==> config.mk <==
export PLATFORM = sky130hd
export DESIGN_NAME = multich_sample_avg
export DESIGN_NICKNAME = d
export VERILOG_FILES = /design/src/rtl/multich_avg_pkg.sv /design/src/rtl/avg_seq_div.sv /design/src/rtl/multich_sample_avg.sv
export SDC_FILE = /design/constraint.sdc
export NUM_CORES = 1
export LEC_CHECK = 0
export CORE_MARGIN = 2
export CORE_UTILIZATION = 68
export DETAILED_ROUTE_END_ITERATION = 10
export PLACE_DENSITY = 0.94
export SLEW_MARGIN = 20
export SYNTH_ARGS = -nofsm -noshare
export SYNTH_HDL_FRONTEND = slang
export SYNTH_SLANG_ARGS = --single-unit
==> constraint.sdc <==
create_clock -name clk -period 11.54 [get_ports clk]
set_input_delay 1.154 -clock clk [delete_from_list [all_inputs] [get_ports clk]]
set_output_delay 1.154 -clock clk [all_outputs]
set_load 0.02 [all_outputs]
==> src/rtl/multich_avg_pkg.sv <==
// Shared state encoding and sizing helpers for the multi-channel sample averager.
package multich_avg_pkg;

   typedef enum logic [1:0] {IDLE, DIV, DONE} avg_state_e;

   function automatic int sum_w(input int width, input int cnt_w);
      return width + cnt_w;
   endfunction

   function automatic int bits_per_cycle(input int s_w, input int div_cycles);
      return (s_w + div_cycles - 1) / div_cycles;
   endfunction

endpackage

==> src/rtl/avg_seq_div.sv <==
// Sequential restoring divider: fixed DIV_CYCLES latency from start to done,
// retiring several quotient bits per cycle; a zero divisor yields quotient 0.
module avg_seq_div import multich_avg_pkg::*; #(
   parameter int SUM_W      = 24,
   parameter int CNT_W      = 16,
   parameter int DIV_CYCLES = 10
) (
   input  logic             clk,
   input  logic             rst,
   input  logic             start,
   input  logic [SUM_W-1:0] dividend,
   input  logic [CNT_W-1:0] divisor,
   output logic             done,
   output logic [SUM_W-1:0] quotient
);

   localparam int BPC = bits_per_cycle(SUM_W, DIV_CYCLES);
   localparam int NB  = BPC * DIV_CYCLES;
   localparam int CW  = $clog2(DIV_CYCLES + 1);

   // q_sh holds the dividend bits still to consume (top) and quotient bits produced (bottom).
   logic [NB-1:0]    q_sh;
   logic [NB-1:0]    q_nxt;
   logic [CNT_W:0]   rem;
   logic [CNT_W:0]   rem_nxt;
   logic [CNT_W-1:0] dvs;
   logic [CW-1:0]    cyc_left;
   logic             busy;
   logic             dvs_zero;

   always_comb begin
      rem_nxt = rem;
      q_nxt   = q_sh;
      for (int i = 0; i < BPC; i++) begin
         rem_nxt = {rem_nxt[CNT_W-1:0], q_nxt[NB-1]};
         q_nxt   = {q_nxt[NB-2:0], 1'b0};
         if (rem_nxt >= {1'b0, dvs}) begin
            rem_nxt  = rem_nxt - {1'b0, dvs};
            q_nxt[0] = 1'b1;
         end
      end
   end

   always_ff @(posedge clk or posedge rst) begin
      if (rst) begin
         q_sh     <= '0;
         rem      <= '0;
         dvs      <= '0;
         dvs_zero <= 1'b0;
         cyc_left <= '0;
         busy     <= 1'b0;
         done     <= 1'b0;
      end else begin
         done <= 1'b0;
         if (start) begin
            q_sh     <= NB'(dividend);
            rem      <= '0;
            dvs      <= divisor;
            dvs_zero <= (divisor == '0);
            cyc_left <= CW'(DIV_CYCLES);
            busy     <= 1'b1;
         end else if (busy) begin
            q_sh     <= q_nxt;
            rem      <= rem_nxt;
            cyc_left <= cyc_left - 1'b1;
            if (cyc_left == CW'(1)) begin
               busy <= 1'b0;
               done <= 1'b1;
            end
         end
      end
   end

   assign quotient = dvs_zero ? '0 : SUM_W'(q_sh);

endmodule

==> src/rtl/multich_sample_avg.sv <==
// Multi-channel sample averager: per-channel sum/count accumulators with sticky
// saturation, one shared sequential divider, and a request/result handshake.
module multich_sample_avg import multich_avg_pkg::*; #(
   parameter int WIDTH      = 8,
   parameter int NCH        = 4,
   parameter int CNT_W      = 16,
   parameter int DIV_CYCLES = 10,
   localparam int CH_W      = (NCH > 1) ? $clog2(NCH) : 1
) (
   input  logic             clk,
   input  logic             rst,
   input  logic [WIDTH-1:0] data_in,
   input  logic             dvalid,
   input  logic [CH_W-1:0]  ch_in,
   input  logic [NCH-1:0]   clr,
   input  logic             avg_req,
   input  logic [CH_W-1:0]  avg_req_ch,
   output logic             avg_ready,
   output logic             avg_valid,
   output logic [WIDTH-1:0] avg_out,
   output logic [CH_W-1:0]  avg_out_ch,
   output logic             avg_err,
   output logic [NCH-1:0]   sat,
   output avg_state_e       state_dbg
);

   localparam int               SUM_W   = sum_w(WIDTH, CNT_W);
   localparam logic [CNT_W-1:0] CNT_MAX = '1;

   logic [SUM_W-1:0] sum_r [NCH];
   logic [CNT_W-1:0] cnt_r [NCH];
   logic [NCH-1:0]   sat_r;
   avg_state_e       state;
   avg_state_e       state_n;
   logic             accept;
   logic             div_done;
   logic [SUM_W-1:0] div_quot;
   logic [CH_W-1:0]  ch_q;
   logic             err_q;

   always_ff @(posedge clk or posedge rst) begin
      if (rst) begin
         for (int c = 0; c < NCH; c++) begin
            sum_r[c] <= '0;
            cnt_r[c] <= '0;
         end
         sat_r <= '0;
      end else begin
         for (int c = 0; c < NCH; c++) begin
            // Clear beats a same-cycle sample to the same channel.
            if (clr[c]) begin
               sum_r[c] <= '0;
               cnt_r[c] <= '0;
               sat_r[c] <= 1'b0;
            end else if (dvalid && ch_in == CH_W'(c)) begin
               if (cnt_r[c] != CNT_MAX) begin
                  sum_r[c] <= sum_r[c] + SUM_W'(data_in);
                  cnt_r[c] <= cnt_r[c] + 1'b1;
               end
               if (cnt_r[c] >= CNT_MAX - 1'b1) sat_r[c] <= 1'b1;
            end
         end
      end
   end

   // Handshake: a request transfers on any edge where avg_req && avg_ready and the
   // channel is in range; the result appears as a single-cycle avg_valid strobe.
   assign accept = (state == IDLE) && avg_req && ({1'b0, avg_req_ch} < (CH_W + 1)'(NCH));

   // The divider latches the pre-update registers, so in-flight results are frozen.
   avg_seq_div #(
      .SUM_W      (SUM_W),
      .CNT_W      (CNT_W),
      .DIV_CYCLES (DIV_CYCLES)
   ) u_div (
      .clk      (clk),
      .rst      (rst),
      .start    (accept),
      .dividend (sum_r[avg_req_ch]),
      .divisor  (cnt_r[avg_req_ch]),
      .done     (div_done),
      .quotient (div_quot)
   );

   always_ff @(posedge clk or posedge rst) begin
      if (rst) state <= IDLE;
      else     state <= state_n;
   end

   always_comb begin
      state_n = state;
      case (state)
         IDLE:    if (accept) state_n = DIV;
         DIV:     if (div_done) state_n = DONE;
         DONE:    state_n = IDLE;
         default: state_n = IDLE;
      endcase
   end

   always_ff @(posedge clk or posedge rst) begin
      if (rst) begin
         ch_q       <= '0;
         err_q      <= 1'b0;
         avg_out    <= '0;
         avg_out_ch <= '0;
         avg_err    <= 1'b0;
      end else begin
         if (accept) begin
            ch_q  <= avg_req_ch;
            err_q <= (cnt_r[avg_req_ch] == '0);
         end
         if (state == DIV && div_done) begin
            avg_out    <= WIDTH'(div_quot);
            avg_out_ch <= ch_q;
            avg_err    <= err_q;
         end
      end
   end

   assign avg_ready = (state == IDLE);
   assign avg_valid = (state == DONE);
   assign sat       = sat_r;
   assign state_dbg = state;

endmodule

**Cell area per tile**

(2 px per um) The die is cut into 16 by 16 equal tiles; dark blue is low, red is high, 0 to 100% covered.
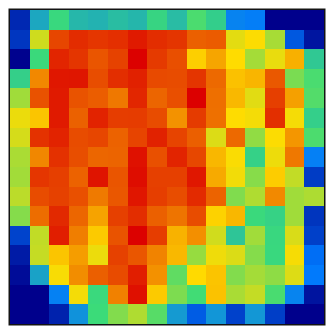
mean over tiles = 69%
nearly empty tiles = 3.9%
fullest tile = 100%
core utilization of the finished layout: 76.33%
starting utilization of the core area: 69.70%
core footprint: 22,850 um2

**Wires at chosen ports, followed through buffers**

(2 px per um)
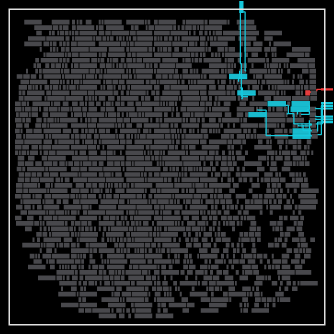
red -> avg_valid  # bits 1, direction output, edge east, end cells 1, buffers 1, wire 5.10 um
cyan -> avg_out  # bits 8, direction output, edge 6 east, 2 north, end cells 8, buffers 8, wire 255 um

**Clock distribution**

(2 px per um)
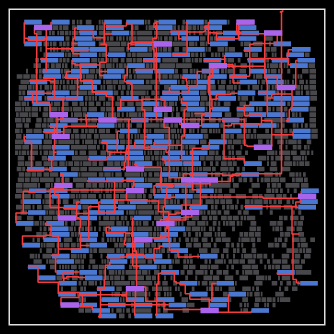
purple -> clock-net drivers  # count 26
red -> clock wires  # length 3,220 um
blue -> flip-flops  # count 248
routed clock nets = 27

**Met4 routing**

(2 px per um) Supply wires on this layer in grey.
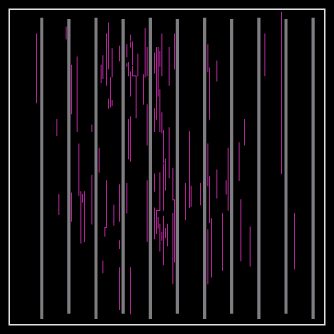
main direction = vertical
longest straight run = 80.9 um
Detailed Route WL: 44,340 um
vias post-DR: 13,780

==> impl.org <==
#+TITLE: Physical design notes

** Die
- Die outline width :: 157.0 um
- In this run the vertical extent of the chip is 157.0 um.

** STA
- Headroom to the max-slew limit came out at 27.47%.
- In the final report, the number of endpoints failing setup comes to 0.
- Worst-Margin Slew :: 1.088 ns
- Counting I/O delays and the setup requirement, the final critical path takes 8.309 ns.
- Worst-case clock skew :: 0.02170 ns
- Fin Hold WS :: 0.4750 ns

** CTS
- Clock tree synthesis inserted a total of 26 buffers.
- CTS tree :: built
- CTS resizes :: 0
- The skew report gives the latency at the later pin of the worst-skew pair as 0.56 ns.

** Final layout
- Among logic cells in the layout, the one with the most instances is sky130_fd_sc_hd__dfrtp_1.
- Highest-count cells in the layout ignoring fill and taps :: 247 x sky130_fd_sc_hd__dfrtp_1, 214 x sky130_fd_sc_hd__nor2_1, 153 x sky130_fd_sc_hd__nand2_1, 106 x sky130_fd_sc_hd__o21ai_0, 99 x sky130_fd_sc_hd__a21oi_1
- Layout overhead on the synthesized area :: 9.506%

** Drt
- Mean number of vias per cell :: roughly 7
- For this run, design rule violations remaining after detail routing come to 0.
- In this run the remaining antenna-violating nets after routing total 0.
- After the first detailed-routing iteration, the DRC count stood at 1,909.
- Post-DR wirelength/cell :: 21.88 um

** Synth
- Of the total synthesized cell area, the portion taken by XOR and XNOR cells is 8.854%.
- Post-synth tally of flip-flops with integrated enable :: 0
- Top-area cell type share of the netlist area :: 38.97%
- Sequential share of the synthesized area :: 38.97%
- MUX area fraction :: 10.53%
- Adder share :: 7.951%
- The number of nets handed over by synthesis was 1,805.
- Number of cells in Yosys stat :: 1,688
- Most used flip-flop cell after synthesis :: sky130_fd_sc_hd__dfrtp_1
- Summing the areas of all compound-gate instances in the mapped netlist gives 12.59% of the synthesized area.
- Share of flip-flops with an asynchronous set or reset after synthesis :: 100.0%
- The biggest area contributor in the post-synthesis netlist is sky130_fd_sc_hd__dfrtp_1.

** Worst setup path
- Maximum cell stage delay along the critical path :: 0.49 ns
- Setup slack of the worst register-to-register path :: between 3 and 4 ns
- The launch point of the worst register-to-register path is recorded as u_div.dvs[1]$_DFFE_PP0P_.

** Status
- The run finished with clean final reports.

** Placed design
- The count of buffers added on input and output ports is 38.

** GRT
- Met1 Usage GRT :: 49.81%

** Worst hold path
- Launch point of the worst hold path :: avg_out[3]$_DFFE_PP0P_
- Hold Path Cell Cnt :: 2

** Job
- In this run the tools logged warnings totalling 33.
final cells by class:
| class | instances | area [um2] |
|---|---|---|
| clock inverter | 11 | 170.2 |
| inverter | 61 | 236.5 |
| tap | 313 | 391.6 |
| sequential | 248 | 6207 |
| timing repair buffer | 53 | 486.7 |
| clock buffer | 37 | 752.0 |
| multi-input combinational | 1304 | 9195 |
| fill | 1421 | 5408 |
synthesized netlist by cell type (all sizes together), types with 20 or more instances:
cell type / count
or3: 32
nand2: 153
xnor2: 85
nand3: 47
a21oi: 102
nand4: 40
ha: 90
xor2: 76
mux2i: 65
inv: 61
o21ai: 109
and3: 22
buf: 20
a21o: 30
mux4: 38
nor2: 218
dfrtp: 248
clkbuf: 55
metrics by stage:
stage | area (um2) | setup slack, ns
floorplan | 15930 | 3.571
global placement | 16510 | 3.811
detailed placement | 16510 | 3.463
CTS | 17430 | 3.399
global route | 17440 | 2.686
finish | 17440 | 3.231
cells by family (layout without fill, tap and decap cells):
group                      count (synthesis)  count (layout)
AOI/OAI and AO/OA                        328             328
buffers and inverters                    136             162
adders and majority gates                 97              97
and+or+nand+nor                          601             601
DFF                                      248             248
xor gates and xnor gates                 161             161
muxes                                    117             117
routing by layer:
metal  up-vias  routed length (um)
li1       5976                   -
met1      6701               17000
met2       910               21010
met3       196                4623
met4         0                1708
met5         -                   0
how the worst max path moves through the flow:
stage	start	to	slack [ns]	cells after the start
CTS	u_div.dvs[1]$_DFFE_PP0P_	u_div.rem[1]$_DFFE_PP0P_	3.40	29
global route	u_div.dvs[1]$_DFFE_PP0P_	u_div.rem[1]$_DFFE_PP0P_	2.69	29
detailed placement	u_div.dvs[1]$_DFFE_PP0P_	u_div.rem[1]$_DFFE_PP0P_	3.46	29
floorplan	rst	avg_err$_DFFE_PP0P_	3.57	1
global placement	u_div.dvs[14]$_DFFE_PP0P_	u_div.rem[1]$_DFFE_PP0P_	3.81	28
finish	u_div.dvs[1]$_DFFE_PP0P_	u_div.rem[1]$_DFFE_PP0P_	3.23	29
sequential cells by signal, summed over array words and instances, names as in the netlist:
register        flops
avg_err             1
avg_out             8
avg_out_ch          2
ch_q                2
cnt_r              64
sat                 4
state_dbg           2
sum_r              96
u_div.busy          1
u_div.cyc_left      4
u_div.done          1
u_div.dvs          16
u_div.dvs_zero      1
u_div.q_sh         30
u_div.rem          16
critical path: cells and delay by family, from the launching register on:
kind | cells | cell delay (ns)
simple gates | 9 | 2.55
mux | 2 | 0.79
buf+inv | 2 | 0.49
fa+ha+maj | 3 | 1.10
flops | 1 | 0.43
compound gates | 13 | 2.82
